Run 1, placed standard cells:
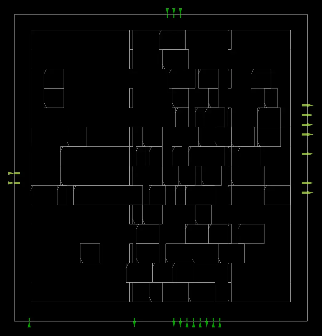
Run 1, wire density map:
The die is cut into 8 by 9 equal tiles; dark blue is low, red is high, scaled to the fullest tile. Values are wire area over tile area, all layers added.
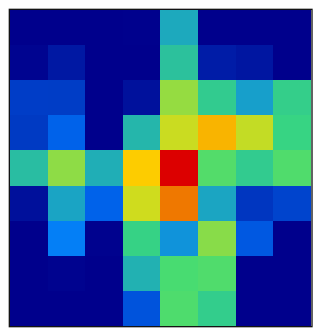
Run 1, floorplan with the power grid:
The bar under the picture is 10 um long. Pins as bars on the die edge. Tap cells in gray.
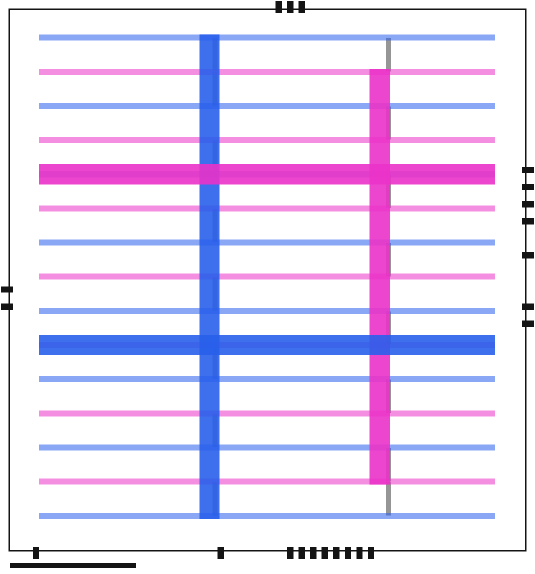
<file path="src/rtl/fact_cu.sv">
// Control unit for an iterative factorial datapath: sequences an external
// down counter and product register, one multiply per CHECK/MULT pair.
module fact_cu #(
  parameter int MAX_N = 12
) (
  input  logic       clk,
  input  logic       rst,
  input  logic       go,
  input  logic [3:0] n,
  input  logic [3:0] cnt_q,
  output logic       ld_count,
  output logic       cnt_en,
  output logic       ld_reg,
  output logic       sel,
  output logic       oe,
  output logic       done,
  output logic       err,
  output logic       busy,
  output logic [2:0] cs
);

  localparam logic [2:0] S_IDLE  = 3'b000;
  localparam logic [2:0] S_LOAD  = 3'b001;
  localparam logic [2:0] S_CHECK = 3'b010;
  localparam logic [2:0] S_MULT  = 3'b011;
  localparam logic [2:0] S_DONE  = 3'b100;
  localparam logic [2:0] S_ERR   = 3'b101;

  localparam logic [3:0] MAX_N_L = 4'(MAX_N);

  logic [2:0] state_q, state_d;

  always_ff @(posedge clk or posedge rst) begin
    if (rst) state_q <= S_IDLE;
    else     state_q <= state_d;
  end

  // go and n only matter in IDLE; DONE/ERR wait for go to fall so a held
  // request cannot restart the computation.
  always_comb begin
    state_d = S_IDLE;
    case (state_q)
      S_IDLE: begin
        if (go) state_d = (n > MAX_N_L) ? S_ERR : S_LOAD;
        else    state_d = S_IDLE;
      end
      S_LOAD:  state_d = S_CHECK;
      S_CHECK: state_d = (cnt_q > 4'd1) ? S_MULT : S_DONE;
      S_MULT:  state_d = S_CHECK;
      S_DONE:  state_d = go ? S_DONE : S_IDLE;
      S_ERR:   state_d = go ? S_ERR  : S_IDLE;
      default: state_d = S_IDLE;
    endcase
  end

  // Moore decode: outputs depend on state_q alone.
  always_comb begin
    ld_count = 1'b0;
    cnt_en   = 1'b0;
    ld_reg   = 1'b0;
    sel      = 1'b0;
    oe       = 1'b0;
    done     = 1'b0;
    err      = 1'b0;
    busy     = 1'b0;
    case (state_q)
      S_LOAD: begin
        ld_count = 1'b1;
        ld_reg   = 1'b1;
        busy     = 1'b1;
      end
      S_CHECK: busy = 1'b1;
      S_MULT: begin
        ld_reg = 1'b1;
        sel    = 1'b1;
        cnt_en = 1'b1;
        busy   = 1'b1;
      end
      S_DONE: begin
        done = 1'b1;
        oe   = 1'b1;
      end
      S_ERR:   err = 1'b1;
      default: ;
    endcase
  end

  assign cs = state_q;

endmodule

</file>
<file path="config.mk">
export PLATFORM = sky130hd
export DESIGN_NAME = fact_cu
export DESIGN_NICKNAME = d
export VERILOG_FILES = /design/src/rtl/fact_cu.sv
export SDC_FILE = /design/constraint.sdc
export NUM_CORES = 1
export LEC_CHECK = 0
export CORE_AREA = 2 2 39 41
export CTS_BUF_LIST = sky130_fd_sc_hd__clkbuf_2 sky130_fd_sc_hd__clkbuf_4 sky130_fd_sc_hd__clkbuf_8
export DETAILED_ROUTE_END_ITERATION = 8
export DIE_AREA = 0 0 41 43
export GPL_TIMING_DRIVEN = 0
export PLACE_DENSITY_LB_ADDON = 0.15
export SLEW_MARGIN = 20
export SYNTH_ARGS = -nofsm -noshare
export SYNTH_HDL_FRONTEND = slang
export SYNTH_SLANG_ARGS = --single-unit
</file>
<file path="constraint.sdc">
create_clock -name clk -period 1.79 [get_ports clk]
set_clock_uncertainty 0.1 [all_clocks]
set_input_delay 0.358 -clock clk [delete_from_list [all_inputs] [get_ports clk]]
set_output_delay 0.358 -clock clk [all_outputs]
set_load 0.01 [all_outputs]
</file>
==> results.yml, run 1 <==
# yosys + openroad results
logic_synthesis:
  synthCells: 26
  ys_sh_adder: 0
  logic_family: "simple AND/OR/NAND/NOR gates"
  synthesis.nets: 37
layout:
  final_net_count: 67
  diodes: 0
  lay_top_cells: "clkdlybuf4s50_1 (11), buf_4 (8), dlygate4sd2_1 (5)"
  largest_reg_flops: 3
setup_path:
  worstPathMaxFanout: 5
  critPathRequiredTime_ps: 1330
route:
  vias_per_cell: 3.94
  drt_iter0_drc: 1
  drc: 0
  first_pass_iters: 2
clocking:
  clk_path_buf_depth: 2
  cts_tree: "built"
  h-tree-depth: 1
flow_run:
  max_cap_viol_count: 0
sta:
  post-route-period-util: 0.976
  fin_crit_ps: 1750
  slew_headroom: 0.888
  report.final.setup_viol: 0
pwr:
  power.leakage_nw: 0.230
  p_clk_frac: 0.204
floorplanning:
  pin_count: 22
  rows: 14
  fp_util: 0.146
worst_hold_path:
  holdCritPathClass: "in2async"
placed_design:
  dp.final_hpwl_um: 468
outcome:
  status: "completed"
Back to the opening pictures, 'placed standard cells':
seq_cells: 3
tap cells: 16
Placeable Area: 1380 um^2

Back to the opening pictures, 'wire density map':
emptiest ninth of the die: lower left
tiles over half the peak: 21%
nearly empty tiles: 36%
DR WL/cell: 9.08 um
detailed-route via count: 280
gr usage total: 0.0845
DRT Wirelength: 645 um

Back to the opening pictures, 'floorplan with the power grid':
legend:
  VDD:
    color: magenta
  VSS:
    color: blue
met4 straps: 2
signal pins: 22
met1 rails: 15
tap cells: 16
met5 straps: 2
maximum VDD drop: 0.000573 V
Die Span X: 41 um
chip height: 43 um

[run 1: layout make-up]
| class | instances | area, um^2 |
|---|---|---|
| fillers | 151 | 888 |
| repair buffers | 25 | 221 |
| multi-input cells | 20 | 126 |
| flip-flops and latches | 3 | 78.8 |
| clock buffers | 4 | 30.0 |
| well taps | 16 | 20.0 |
| plain buffers | 2 | 15.0 |
| inverters | 1 | 3.75 |
[run 1: path summary, 6_finish.rpt]
| path | start | end | slack, ps | cells past startpoint |
|---|---|---|---|---|
| max in group asynchronous | rst | cs[1]$_DFF_PP0_ | 1270 | 2 |
| max reg2reg | cs[2]$_DFF_PP0_ | cs[0]$_DFF_PP0_ | 640 | 4 |
| min in group clk | cs[0]$_DFF_PP0_ | cs[1]$_DFF_PP0_ | 460 | 2 |
| min reg2reg | cs[0]$_DFF_PP0_ | cs[1]$_DFF_PP0_ | 460 | 2 |
| min | rst | cs[2]$_DFF_PP0_ | 190 | 2 |
| max | cs[2]$_DFF_PP0_ | cs[2] | 40 | 2 |
[run 1: worst max-delay path, cell delays in order (launching register included)]
cell and delay, ps:
dfrtp_2 410, buf_4 130, clkdlybuf4s50_1 520
[run 1: repair_timing]
item | 4_1_cts | 5_1_grt
setup endpoints to repair | 8 | 3
setup buffers | 5 | 0
hold buffers | 0 | 0
gates resized | 17 | 5
pin swaps | 0 | 0
[run 1: cells in the mapped netlist]
cell      instances  area, um^2
nand2b_1          1        6.26
nor3_1            1        5.00
nor2b_1           3        18.8
or3_1             1        6.26
and2_1            2        12.5
nor2_1            5        18.8
o21a_1            1        7.51
nand2_1           2        7.51
buf_4             2        15.0
a41oi_1           1        8.76
inv_1             1        3.75
a21oi_1           1        5.00
dfrtp_1           3        75.1
o22ai_1           2        12.5
[run 1: power groups by stage]
stage / logic [mW] / registers (mW) / clock network, mW
floorplan: 0.143 / 0.135 / 0
global placement: 0.340 / 0.132 / 0
detailed placement: 0.341 / 0.131 / 0
CTS: 0.390 / 0.132 / 0.142
global route: 0.421 / 0.139 / 0.145
finish: 0.380 / 0.134 / 0.132
[run 1: cells by family after synthesis]
group,count (synthesis)
flops,3
compound gates,5
buf+inv,3
simple gates,15
[run 1: metal layers]
| layer | global-route usage | routed length, um | up-vias |
|---|---|---|---|
| met2 | 0.131 | 354 | 9 |
| met5 | 0 | 0 | - |
| met3 | 0.0314 | 45 | 0 |
| li1 | - | - | 145 |
| met4 | 0.0600 | 0 | 0 |
| met1 | 0.0874 | 245 | 126 |
[run 1: metrics by stage]
| step | total power, mW | worst slack [ps] | hold slack, ps |
|---|---|---|---|
| floorplan | 0.278 | 251 | 11.6 |
| global placement | 0.472 | -87.3 | 424 |
| detailed placement | 0.472 | -97.2 | 431 |
| CTS | 0.664 | 19.1 | 178 |
| global route | 0.705 | 9.77 | 193 |
| finish | 0.646 | 43.3 | 188 |
## Run 2: what changed since run 1
Settings changed: RECOVER_POWER set to 50.
Run 2, placed cells, one color a class:
Fill, decap, tap and diode cells in gray.
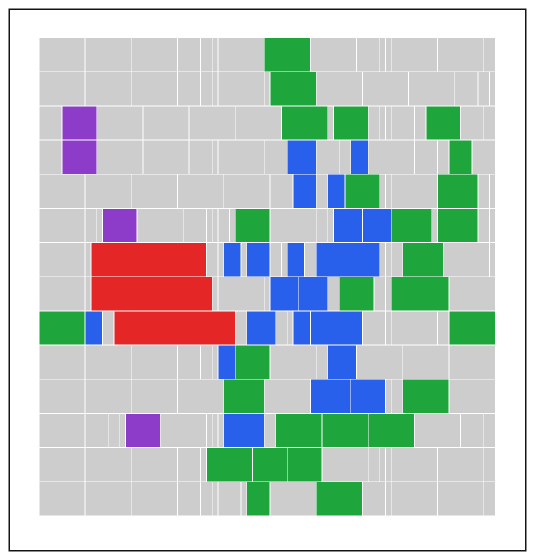
legend:
  flops:
    color: red
    cells: 3
    share_of_their_area: 16%
  other buffers and delay cells:
    color: green
    cells: 27
    share_of_their_area: 50%
  combinational and other logic:
    color: blue
    cells: 21
    share_of_their_area: 27%
  clock drivers and dummy loads:
    color: purple
    cells: 4
    share_of_their_area: 6.3%
Final Cell Area: 494 um^2
fin util: 0.357
sequential cell area share: 0.157
# rows: 14

==> run 2 against run 1 <==
  * Power is 0.45% lower
  * Via count stayed put
  * Maximum frequency stayed put
  * Critical path depth stayed put
  * Non-clock buffer count stayed put
  * First-iteration DRC count stayed put
  * Die size stayed put
  * Critical endpoint unchanged
==> results.yml, run 2 <==
# yosys + openroad results
layout:
  final_net_count: 67
  diodes: 0
  largest_reg_flops: 3
logic_synthesis:
  top_cell: "nor2_1"
  logic_family: "simple AND/OR/NAND/NOR gates"
  synth_top_cell_by_area: "dfrtp_1"
  synthCells: 26
  synthTopCellsByArea: "dfrtp_1 (37%), nor2_1 (9.3%), nor2b_1 (9.3%)"
  ff_type: "dfrtp_1"
  postSynth.asyncResetShare: 1.00
sta:
  setup_ws_ps: 43.3
  whs_ps: 326
  fin_crit_ps: 1750
  report.final.setup_viol: 0
  slew_headroom: 0.853
route:
  drc: 0
  wl_met2_um: 354
  first_pass_iters: 2
  routed_wirelength_um: 644
worst_hold_path:
  holdCritPathClass: "in2async"
placed_design:
  dp.final_hpwl_um: 468
  dp_slack_ps: -97.2
floorplanning:
  die_h_um: 43
  pin_count: 22
setup_path:
  path_buffers: 2
flow_run:
  max_cap_viol_count: 0
outcome:
  status: "completed"
clocking:
  clk_path_buf_depth: 2
pwr:
  power.leakage_nw: 0.231
-- run 2: layout make-up --
| cell class | count | area [um^2] |
|---|---|---|
| inverter | 1 | 3.75 |
| sequential | 3 | 77.6 |
| clock buffer | 4 | 30.0 |
| timing repair buffer | 25 | 221 |
| fill | 152 | 890 |
| tap | 16 | 20.0 |
| buffer | 2 | 15.0 |
| multi-input combinational | 20 | 126 |
-- run 2: power by group through the flow --
| stage | clock network (mW) | logic, mW | registers [mW] |
|---|---|---|---|
| floorplan | 0 | 0.143 | 0.135 |
| finish | 0.132 | 0.379 | 0.132 |
| global route | 0.145 | 0.420 | 0.137 |
| global placement | 0 | 0.340 | 0.132 |
| detailed placement | 0 | 0.341 | 0.131 |
| CTS | 0.142 | 0.390 | 0.132 |
-- run 2: worst max path at each step --
stage,startpoint,end,slack (ps)
6_report,cs[2]$_DFF_PP0_,cs[2],40
5_1_grt,cs[0]$_DFF_PP0_,cs[0],10
4_1_cts,cs[1]$_DFF_PP0_,cs[1],20
3_5_place_dp,cs[1]$_DFF_PP0_,oe,-100
3_3_place_gp,cs[1]$_DFF_PP0_,oe,-90
2_1_floorplan,cs[0]$_DFF_PP0_,sel,250
-- run 2: repair_timing --
action | 4_1_cts | 5_1_grt
resized | 17 | 5
endpoints found under the setup margin | 8 | 3
endpoints found under the hold margin | 0 | 0
setup buffers | 5 | 0
pin swaps | 0 | 0
cloned | 0 | 0
-- run 2: logic make-up (layout without fill, tap and decap cells) --
logic type             Yosys count  in the layout
buffers and inverters            3             32
AND-OR/OR-AND                    5              5
AND/OR/NAND/NOR                 15             15
flip-flops                       3              3
-- run 2: per-layer routing --
layer | up-vias | track usage
met3 | 0 | 0.0314
met5 | - | 0
met2 | 9 | 0.131
met4 | 0 | 0.0600
met1 | 126 | 0.0874
li1 | 145 | -
## Run 3: what changed since run 2
Settings changed: CELL_PAD_IN_SITES_DETAIL_PLACEMENT set to 1, CELL_PAD_IN_SITES_GLOBAL_PLACEMENT set to 1.
Clock period 1.79 ns to 1.95 ns, I/O delays scaled along.
Run 3, floorplan with the power grid:
The bar under the picture is 10 um long. Pins as bars on the die edge. Tap cells in gray.
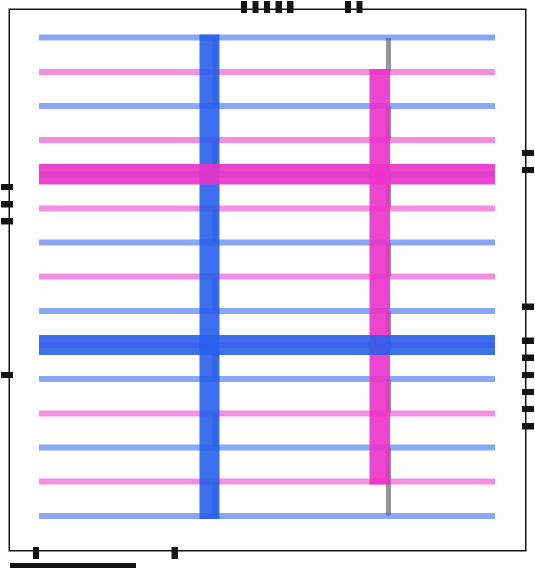
legend:
  VSS:
    color: blue
  VDD:
    color: magenta
rows: 14
tap cells: 16
met5 straps: 2
met1 rails: 15
met4 straps: 2
maximum VDD drop: 0.000361 V

==> run 3 against run 2 <==
  * Critical path depth did not move
  * Clock power fell by 8%
  * Register-to-register slack improved by 20 ps
  * Synthesized cell count did not move
  * Global-route usage rose by 1.5 points
  * Sequential cell count did not move
  * Critical path type unchanged
  * Critical endpoint is now ld_reg
==> results.yml, run 3 <==
# yosys + openroad results
outcome:
  status: "completed"
route:
  wire_per_inst_um: 10.4
  drc: 0
  routed_wirelength_um: 738
  vias_per_cell: 4.10
  first_pass_iters: 2
  vias: 291
layout:
  lay_top_cells: "clkdlybuf4s50_1 (11), buf_4 (8), nor2_1 (4), clkbuf_4 (4), dlygate4sd2_1 (4)"
  largest_reg_flops: 3
  final_net_count: 67
  diodes: 0
floorplanning:
  core_um2: 1380
  fp_util: 0.146
  rows: 14
  die_h_um: 43
  die-width_um: 41
pwr:
  p_clk_frac: 0.203
sta:
  slew_headroom: 0.883
  report.final.setup_viol: 0
  drv_slew: 0
  post-route-period-util: 0.927
  fin_crit_ps: 1810
logic_synthesis:
  edf_count: 0
  synthCells: 26
  top_cell: "nor2_1"
  synthTopCellsByCount: "nor2_1 (5), dfrtp_1 (3), nor2b_1 (3)"
  postSynth.asyncResetShare: 1.00
  synthTopCellsByArea: "dfrtp_1 (37%), nor2_1 (9.3%), nor2b_1 (9.3%)"
  synthesis.nets: 37
  synth_top_area_share: 0.370
placed_design:
  dp.final_hpwl_um: 603
worst_hold_path:
  holdCritPathClass: "in2async"
setup_path:
  r2r_cells: 5
  critPathRequiredTime_ps: 1460
  rrSetupSlack_ps: 650
clocking:
  h-tree-depth: 1
  clk_path_buf_depth: 2
  cts_tree: "built"
flow_run:
  max_cap_viol_count: 0
grt:
  grt_usage: 0.0995
## run 3: cell counts after synthesis
No cell type changed its count.
## run 3: how the worst max path moves through the flow
| stage | start | endpoint | slack, ps | cells after the start |
|---|---|---|---|---|
| after floorplan | cs[0]$_DFF_PP0_ | sel | 380 | 3 |
| after global routing | cs[0]$_DFF_PP0_ | ld_reg | 90 | 2 |
| after global placement | cs[1]$_DFF_PP0_ | oe | 30 | 4 |
| after CTS | cs[2]$_DFF_PP0_ | busy | 20 | 3 |
| after detailed placement | cs[2]$_DFF_PP0_ | sel | 20 | 4 |
| final | cs[0]$_DFF_PP0_ | ld_reg | 140 | 2 |
## run 3: layout make-up
type                            instances  area, um^2
Timing Repair Buffer                   25         230
Clock buffer                            4        30.0
Tap cell                               16        20.0
Buffer                                  2        15.0
Sequential cell                         3        78.8
Multi-Input combinational cell         20         114
Inverter                                1        3.75
Fill cell                             176         892
## run 3: routing by layer
layer  global-route usage  part of all wire
met1               0.0968              0.33
met2                0.169              0.59
met3               0.0157             0.073
met4               0.0800                 0
met5                    0                 0
## run 3: power by group through the flow
stage | Sequential (mW) | Clock, mW | Combinational [mW]
detailed placement | 0.123 | 0 | 0.319
global placement | 0.121 | 0 | 0.312
global route | 0.113 | 0.129 | 0.408
floorplan | 0.124 | 0 | 0.131
finish | 0.108 | 0.121 | 0.367
CTS | 0.108 | 0.129 | 0.376
## run 3: cells by family after synthesis
family / count (synthesis) / share of synthesized area
buf+inv: 3 / 0.0926
flops: 3 / 0.370
simple gates: 15 / 0.370
compound gates: 5 / 0.167
## run 3: what timing repair did
item                                    CTS  global route
endpoints found under the setup margin    5             2
gates resized                            10             2
gates cloned                              0             0
hold buffers                              0             0
buffers inserted                          5             0
## run 3: critical path, stage by stage (launching register included)
cell and delay (ps):
dfrtp_2 370, nor2b_2 170, clkdlybuf4s50_1 550
## run 3: metrics by stage
step	hold WS [ps]	cell area, um^2	util	setup WS [ps]	total power [mW]
finish	364	492	0.355	143	0.597
global route	370	492	0.355	87.5	0.650
CTS	220	492	0.355	19.3	0.613
floorplan	43.6	203	-	379	0.255
global placement	461	423	0.306	35.0	0.433
detailed placement	474	423	0.306	24.9	0.442

==> screenshots <==
I/O nets highlighted.
The bar under the picture is 10 um long.
Plate I
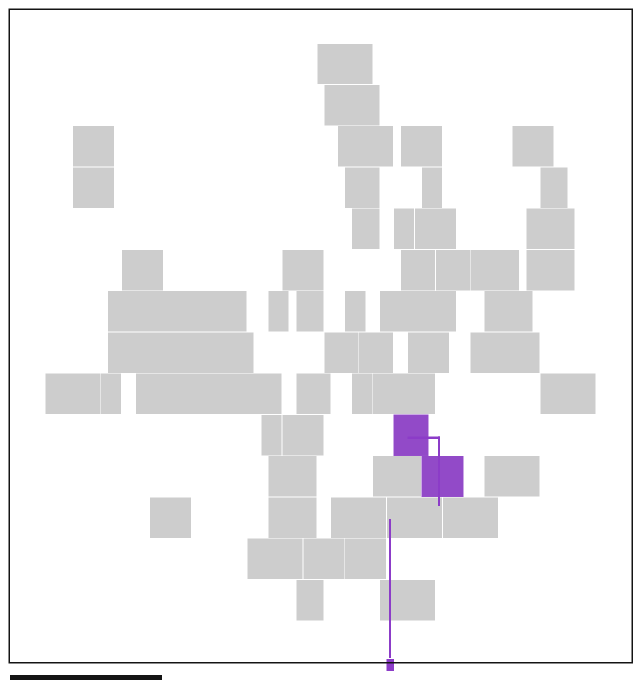
Plate II
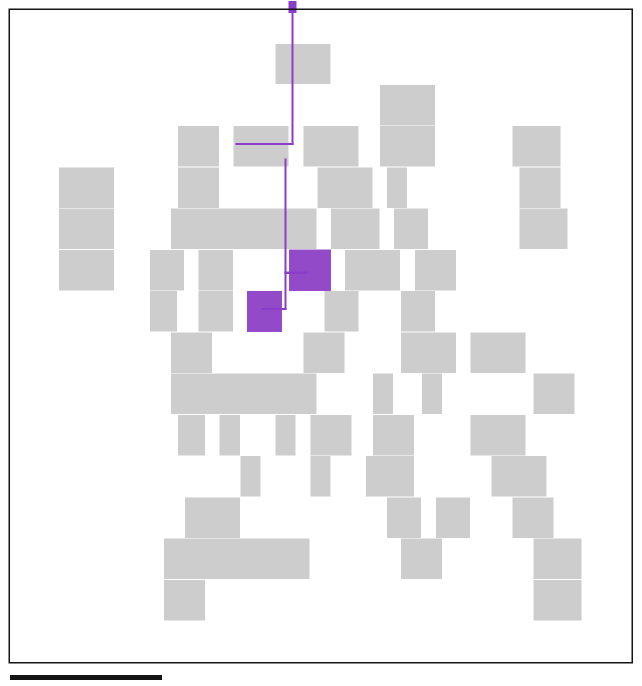
For run 2, see Plate I.
For run 3, see Plate II.

Key to Plate I:
legend:
  `go`:
    color: purple
    bits: 1
    direction: input
    edge: bottom
    end_cells: 2
    buffers: 1
    wire: 15.4 um

Power is estimated from default activity; no workload was simulated.
